**src/rtl/alu_rmw_seq.sv**
```systemverilog
// -----------------------------------------------------------------------------
// alu_rmw_seq
// Read-modify-write sequencer for 6502-style shift/rotate/inc/dec memory ops.
// Reads a byte from memory, runs it once through an external ALU, then writes
// the result back. Optionally writes the original value first (DUMMY_WRITE=1),
// which reproduces the 6502 RMW double-write bus pattern.
//
// Ports
//   clock, reset        single clock; asynchronous active-high reset
//   start, op, addr,    request; op/addr/p_in latched when start is accepted
//   p_in                (start is only looked at while busy=0)
//   busy, done, err     status: busy outside IDLE, one-cycle done/err pulses
//   mem_addr, mem_rd,   byte bus master; an access completes at the rising
//   mem_wr, mem_wdata,  edge where mem_ready is high
//   mem_rdata, mem_ready
//   alu_mode, alu_a,    external ALU operands (alu_mode=4'b0100 is pass-through)
//   alu_b, alu_p
//   alu_ar, alu_af      external ALU result and flags
//   p_out               flags produced by the last completed operation
// -----------------------------------------------------------------------------
module alu_rmw_seq #(
  parameter int AW          = 16,
  parameter bit DUMMY_WRITE = 1'b1
) (
  input  logic          clock,
  input  logic          reset,
  input  logic          start,
  input  logic [3:0]    op,
  input  logic [AW-1:0] addr,
  input  logic [7:0]    p_in,
  output logic          busy,
  output logic          done,
  output logic          err,
  output logic [AW-1:0] mem_addr,
  output logic          mem_rd,
  output logic          mem_wr,
  output logic [7:0]    mem_wdata,
  input  logic [7:0]    mem_rdata,
  input  logic          mem_ready,
  output logic [3:0]    alu_mode,
  output logic [7:0]    alu_a,
  output logic [7:0]    alu_b,
  output logic [7:0]    alu_p,
  input  logic [7:0]    alu_ar,
  input  logic [7:0]    alu_af,
  output logic [7:0]    p_out
);

  localparam logic [3:0] MODE_PASS = 4'b0100;

  typedef enum logic [2:0] {
    S_IDLE,
    S_READ,
    S_MODIFY,
    S_DUMMY,
    S_WRITE,
    S_DONE
  } state_t;

  state_t        state;
  state_t        state_nxt;

  logic [3:0]    op_q;
  logic [AW-1:0] addr_q;
  logic [7:0]    p_q;       // flags latched at accept
  logic [7:0]    d_q;       // byte read from memory (also drives alu_b)
  logic [7:0]    r_q;       // ALU result
  logic [7:0]    f_q;       // ALU flags
  logic [7:0]    alu_p_q;   // flags shown to the ALU; held between operations
  logic [7:0]    p_out_q;
  logic          err_q;

  function automatic logic op_legal(input logic [3:0] m);
    case (m)
      4'b1000, 4'b1001, 4'b1010, 4'b1011, 4'b1101, 4'b1110: op_legal = 1'b1;
      default:                                               op_legal = 1'b0;
    endcase
  endfunction

  logic accept;
  assign accept = (state == S_IDLE) && start && op_legal(op);

  // ---------------------------------------------------------------------------
  // State register
  // ---------------------------------------------------------------------------
  // NOTE: sequential state is updated with non-blocking assignments so every
  // register samples pre-edge values regardless of block ordering.
  always_ff @(posedge clock or posedge reset) begin
    if (reset) state <= S_IDLE;
    else       state <= state_nxt;
  end

  // ---------------------------------------------------------------------------
  // Next state and outputs (all decoded from registered state and latched data)
  // ---------------------------------------------------------------------------
  // NOTE: every signal written here gets a default first, so no path can leave
  // one unassigned and infer a latch.
  always_comb begin
    state_nxt = state;
    busy      = 1'b1;
    done      = 1'b0;
    mem_rd    = 1'b0;
    mem_wr    = 1'b0;
    mem_wdata = 8'h00;
    alu_mode  = MODE_PASS;

    case (state)
      S_IDLE: begin
        busy = 1'b0;
        if (accept) state_nxt = S_READ;
      end
      S_READ: begin
        mem_rd = 1'b1;
        if (mem_ready) state_nxt = S_MODIFY;
      end
      S_MODIFY: begin
        alu_mode  = op_q;
        state_nxt = DUMMY_WRITE ? S_DUMMY : S_WRITE;
      end
      S_DUMMY: begin
        mem_wr    = 1'b1;
        mem_wdata = d_q;
        if (mem_ready) state_nxt = S_WRITE;
      end
      S_WRITE: begin
        mem_wr    = 1'b1;
        mem_wdata = r_q;
        if (mem_ready) state_nxt = S_DONE;
      end
      S_DONE: begin
        done      = 1'b1;
        state_nxt = S_IDLE;
      end
      default: begin
        busy      = 1'b0;
        state_nxt = S_IDLE;
      end
    endcase
  end

  // Address is held in a register for the whole transaction, so it cannot move
  // during wait states.
  assign mem_addr = addr_q;
  assign alu_a    = 8'h00;
  assign alu_b    = d_q;
  assign alu_p    = alu_p_q;
  assign p_out    = p_out_q;
  assign err      = err_q;

  // ---------------------------------------------------------------------------
  // Datapath registers
  // ---------------------------------------------------------------------------
  // NOTE: these registers are all reset because their values are visible on
  // outputs straight out of reset; nothing here is a bulk memory.
  always_ff @(posedge clock or posedge reset) begin
    if (reset) begin
      op_q    <= 4'h0;
      addr_q  <= '0;
      p_q     <= 8'h00;
      d_q     <= 8'h00;
      r_q     <= 8'h00;
      f_q     <= 8'h00;
      alu_p_q <= 8'h00;
      p_out_q <= 8'h00;
      err_q   <= 1'b0;
    end else begin
      // Illegal requests are rejected with a single-cycle pulse per sample.
      err_q <= (state == S_IDLE) && start && !op_legal(op);

      if (accept) begin
        op_q   <= op;
        addr_q <= addr;
        p_q    <= p_in;
      end

      // Operands for the ALU are captured on entry to MODIFY and then held.
      if (state == S_READ && mem_ready) begin
        d_q     <= mem_rdata;
        alu_p_q <= p_q;
      end

      if (state == S_MODIFY) begin
        r_q <= alu_ar;
        f_q <= alu_af;
      end

      // Flags become architecturally visible only when the final write lands.
      if (state == S_WRITE && mem_ready) p_out_q <= f_q;
    end
  end

endmodule

```
**config.mk**
```make
export PLATFORM = sky130hd
export DESIGN_NAME = alu_rmw_seq
export DESIGN_NICKNAME = d
export VERILOG_FILES = /design/src/rtl/alu_rmw_seq.sv
export SDC_FILE = /design/constraint.sdc
export NUM_CORES = 1
export LEC_CHECK = 0
export ABC_AREA = 1
export CAP_MARGIN = 30
export CORE_MARGIN = 5
export CORE_UTILIZATION = 28
export DETAILED_ROUTE_END_ITERATION = 7
export PLACE_DENSITY = 0.52
export SLEW_MARGIN = 20
export SYNTH_ARGS = -nofsm -noshare
export SYNTH_HDL_FRONTEND = slang
export SYNTH_SLANG_ARGS = --single-unit
export TNS_END_PERCENT = 50
```
**constraint.sdc**
```tcl
create_clock -name clock -period 3.45 [get_ports clock]
set_clock_uncertainty 0.2 [all_clocks]
set_input_delay 0.345 -clock clock [delete_from_list [all_inputs] [get_ports clock]]
set_output_delay 0.345 -clock clock [all_outputs]
set_load 0.1 [all_outputs]
```
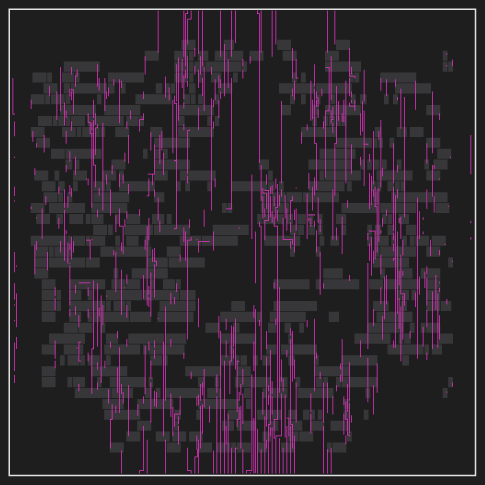
(run_1/layer_met2.png)
Drawn at 4 px/um.
The longest straight run is 48.3 um. The layer holds 44% of the routed length. The wires run mostly vertical.

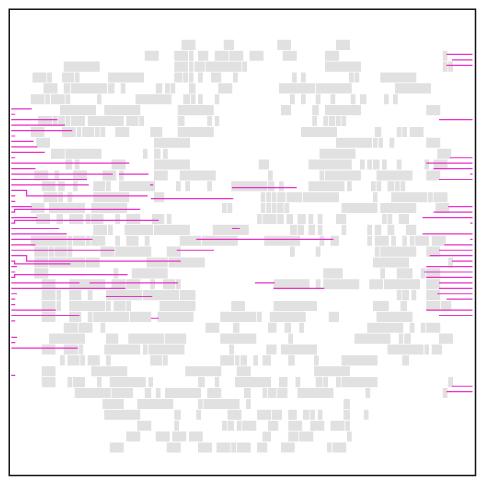
(run_1/layer_met3.png)
Drawn at 4 px/um.
The layer carries 907 um of wire. The layer holds 12% of the routed length. The longest straight run is 38.4 um.
Vias: 2450
met3 GRT Util: 6.74%
Total Wirelength: 7790 um

==> impl_metrics.py, run 1 <==
# Metrics from the implementation run
metrics = {
    "outcome": {
        "status": "completed",
    },
    "clock_tree": {
        "postCtsHoldBufs": 0,
        "cts_tree": "yes",
        "htreeDepth": 3,
        "clockRootBuffer": "clkbuf_16",
        "clock_latency_ns": 0.32,
    },
    "finish": {
        "seqCellArea_um2": 1800,
        "comb_area_share_pct": 22.0,
        "layout_top_cells": "96 x clkdlybuf4s50_1, 92 x nand2_1, 72 x dfrtp_1",
        "area_growth_pct": 46.8,
        "seq_cells": 72,
        "layout_top_cell": "clkdlybuf4s50_1",
        "num-nonclk-buffers": 115,
        "drive_gt1_share_pct": 15.5,
        "nets": 504,
        "dominant_cells": "registers",
        "diodes": 0,
        "nFillCells": 1143,
        "seq_share_pct": 38.9,
        "inv_count": 54,
    },
    "placed_design": {
        "dp_hpwl_um": 5740,
        "gp_congestion": 0.736,
        "port_buffers": 112,
    },
    "die": {
        "dieWidth_um": 116,
        "ios": 121,
        "num_rows": 38,
        "die_area_um2": 13500,
        "fp.dieH_um": 116,
        "num_tap_cells": 140,
        "core_um2": 10900,
    },
    "global_routing": {
        "antenna_found_initial": 0,
        "grt_pass1_vias": 2495,
        "met2_usage_pct": 17.8,
        "top_usage_layer": "met2",
        "met1_usage_pct": 15.5,
        "grt_pass1_wl_um": 12500,
        "grt_use_total_pct": 11.9,
        "grt_max_degree": 47,
    },
    "final_timing": {
        "fin_crit_sh_pct": 69.5,
        "setup_viol_count_final": 0,
        "period_needed_ns": 2.40,
        "max_clock_freq_ghz": 0.417,
        "hold_viol_final": 0,
    },
    "worst_setup_path": {
        "ff2ff_setup_slack_ns": 1.27,
        "critical_path.top_delay_family": "simple AND/OR/NAND/NOR gates",
        "cp_cell_sequence": "nor2_1 > nand2_1 > o21ai_0 > buf_4",
        "start_kind": "register",
        "cp.required_ns": 2.90,
        "slowest_delay_ns": 0.44,
        "startpoint": "state[0]",
        "cp_max_fo": 11,
        "r2r_end": "op_q[2]",
        "critPathArrivalTime_ns": 1.85,
        "setup.worst_path.end_class": "primary output",
        "r2r_start": "state[0]",
        "cp_num_buf_inv": 1,
        "critPathSlowestCell": "dfrtp_1",
    },
    "flow_run": {
        "cap_violations": 0,
    },
    "logic_synthesis": {
        "synthArstFlopShare_pct": 100,
        "most_common_cell": "nand2_1",
        "syn-instance-count": 336,
        "yosys.stat.seqShare_pct": 57.1,
        "netlist.area_leader.share_pct": 57.1,
        "area_leaders": "dfrtp_1 57%, nand2_1 11%, inv_1 6.1%",
        "synth-main-ff-cell": "dfrtp_1",
        "yosys_warnings": 0,
        "yosys_cells": 336,
        "ys_seq_elements": 72,
        "synth_area_per_cell_um2": 9.39,
    },
    "detailed_routing": {
        "avgRoutedWirePerCell_um": 13.1,
        "wl_met1_um": 3430,
        "dr_wl_met3_um": 907,
        "top_layer": "met4",
        "drt_iter0_markers": 73,
    },
    "hold_path": {
        "hold_start": "op_q[3]",
        "hp-class": "register to register",
    },
}
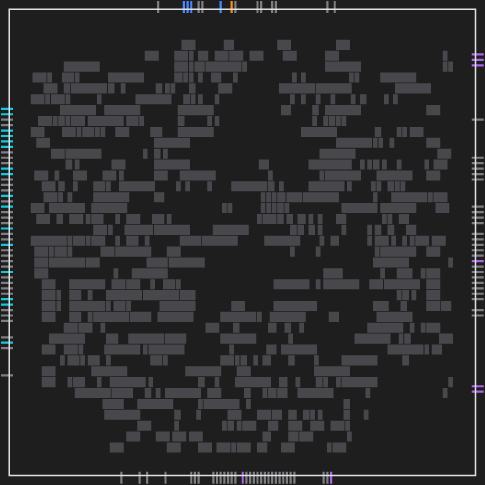
(run_1/io_placement.png)
Drawn at 4 px/um. Pins as bars across the die edge, other pins in gray.
Orange stands for start, pins 1, direction input, edge top. Cyan stands for addr, pins 16, direction input, edge left. Purple stands for alu_a, pins 8, direction output, edge 6 right, 2 bottom. Blue stands for op, pins 4, direction input, edge top.
All pins by edge: 44 left, 32 bottom, 30 right, 15 top.

-- run 1: flip-flops by register name (all words and copies together) (netlist names) --
register and cells:
op_q 4, p_q 8, p_out 8, mem_addr 16
alu_b 8, f_q 8, state 3, r_q 8
alu_p 8, err 1
-- run 1: metrics by stage --
stage	cell area (um^2)	setup slack [ns]	cells
finish	4630	1.05	593
global route	4630	0.950	593
CTS	4630	1.01	593
detailed placement	4320	1.08	577
global placement	4320	1.12	577
floorplan	3180	-0.00716	343
-- run 1: kinds of logic (layout without fill, tap and decap cells) --
group	count (synthesis)	after routing	synth area share (%)
other	1	8	0.119
AOI/OAI and AO/OA	54	54	11.1
muxes	9	9	3.93
buffers and inverters	75	185	11.5
and+or+nand+nor	125	125	16.2
DFF	72	72	57.1
==> run_1/congestion.png <==
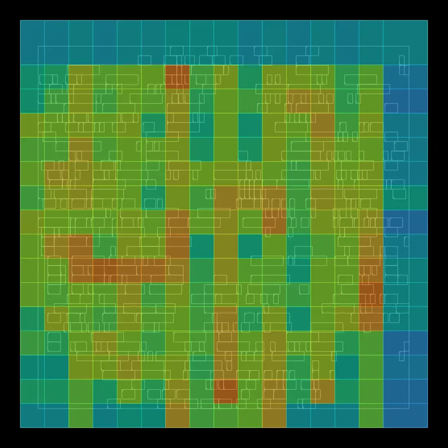

==> run 2: changes to the inputs <==
--- a/config.mk
+++ b/config.mk
@@ -10,7 +10,7 @@
 export CORE_MARGIN = 5
 export CORE_UTILIZATION = 28
 export DETAILED_ROUTE_END_ITERATION = 7
-export PLACE_DENSITY = 0.52
+export PLACE_DENSITY = 0.54
 export SLEW_MARGIN = 20
 export SYNTH_ARGS = -nofsm -noshare
 export SYNTH_HDL_FRONTEND = slang
==> constraint.sdc (replaced) <==
create_clock -name clock -period 2 [get_ports clock]
set_clock_uncertainty 0.2 [all_clocks]
set_input_delay 0.2 -clock clock [delete_from_list [all_inputs] [get_ports clock]]
set_output_delay 0.2 -clock clock [all_outputs]
set_load 0.1 [all_outputs]
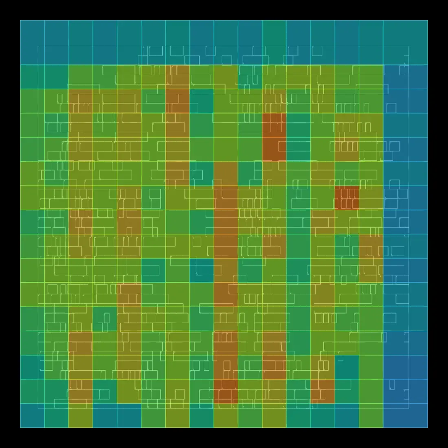
(run_2/congestion.png)
met3 GRT Util: 4.56%
met2 usage: 19.5%

==> run 2 against run 1 <==
Flip-flop count stayed put. Routed wire length is 3.4% higher. Worst hold slack worse by 0.24 ns. Die area stayed put. Non-clock buffer count grew 9. Sequential share of layout area down 2.7 points. Critical endpoint is now mem_wdata[0].
==> impl_metrics.py, run 2 <==
# Metrics from the implementation run
metrics = {
    "detailed_routing": {
        "avgRoutedWirePerCell_um": 13.4,
        "vias": 2492,
        "drt_iter0_markers": 79,
        "wl_met1_um": 3640,
    },
    "clock_tree": {
        "cts_tree": "yes",
        "clock_latency_ns": 0.32,
        "postCtsHoldBufs": 0,
    },
    "finish": {
        "instances_no_fill": 602,
        "comb_area_share_pct": 23.1,
        "fin_area_um2": 5010,
        "inv_count": 54,
        "area_growth_pct": 58.8,
        "largest_register_ffs": 16,
        "nets": 513,
        "num-nonclk-buffers": 124,
        "layout_top_cells": "91 x nand2_1, 63 x dfrtp_1, 55 x clkdlybuf4s50_1",
        "layout_top_cell": "nand2_1",
    },
    "logic_synthesis": {
        "ys_sh_mux_pct": 3.93,
        "yosys_warnings": 0,
        "ys_seq_elements": 72,
        "synthXorXnorAreaFrac_pct": 0,
        "synth_area_per_cell_um2": 9.39,
        "yosys.stat.seqShare_pct": 57.1,
        "synth-main-ff-cell": "dfrtp_1",
        "syn-instance-count": 336,
        "yosys_cells": 336,
        "netlist.area_leader.share_pct": 57.1,
        "area_leaders": "dfrtp_1 57%, nand2_1 11%, inv_1 6.1%",
        "most_common_cell": "nand2_1",
        "synthArstFlopShare_pct": 100,
        "aoi_share_pct": 11.1,
    },
    "die": {
        "ios": 121,
        "core_um2": 10900,
        "num_tap_cells": 140,
        "die_area_um2": 13500,
        "dieWidth_um": 116,
        "num_rows": 38,
    },
    "placed_design": {
        "port_buffers": 112,
        "dp_hpwl_um": 6140,
        "placed_cells": 586,
        "gp_congestion": 0.744,
        "post-place-ws_ns": 0.217,
    },
    "worst_setup_path": {
        "r2r_start": "state[0]",
        "slowest_delay_ns": 0.45,
        "start_kind": "register",
        "critical_path.top_delay_family": "flip-flops",
        "ff2ff_setup_slack_ns": 0.26,
        "r2r_end": "op_q[1]",
        "cp.required_ns": 1.60,
        "critPathArrivalTime_ns": 1.53,
        "critPathSlowestCell": "dfrtp_2",
        "cp_cell_sequence": "nor2_2 > nand2_1 > buf_12 > o22ai_4 > buf_12",
        "setup.worst_path.end_class": "primary output",
        "cp_num_buf_inv": 2,
    },
    "global_routing": {
        "top_usage_layer": "met2",
        "antenna_found_initial": 0,
        "grt_max_degree": 32,
        "grt_pass1_wl_um": 13000,
        "grt_use_total_pct": 12.4,
    },
    "outcome": {
        "status": "completed",
    },
    "final_timing": {
        "setup_viol_count_final": 0,
    },
}
[run 2: cell count changes in the layout (fill, tap and decap cells not counted), moves of 3 or more]
| cell | change |
|---|---|
| dfrtp_2 | +9 |
| nor2_2 | +4 |
| clkinvlp_4 | +3 |
| buf_4 | +29 |
| buf_12 | +19 |
| o22ai_4 | +6 |
| dfrtp_1 | -9 |
| clkdlybuf4s50_1 | -41 |
| o22ai_1 | -6 |
| nor2_1 | -4 |
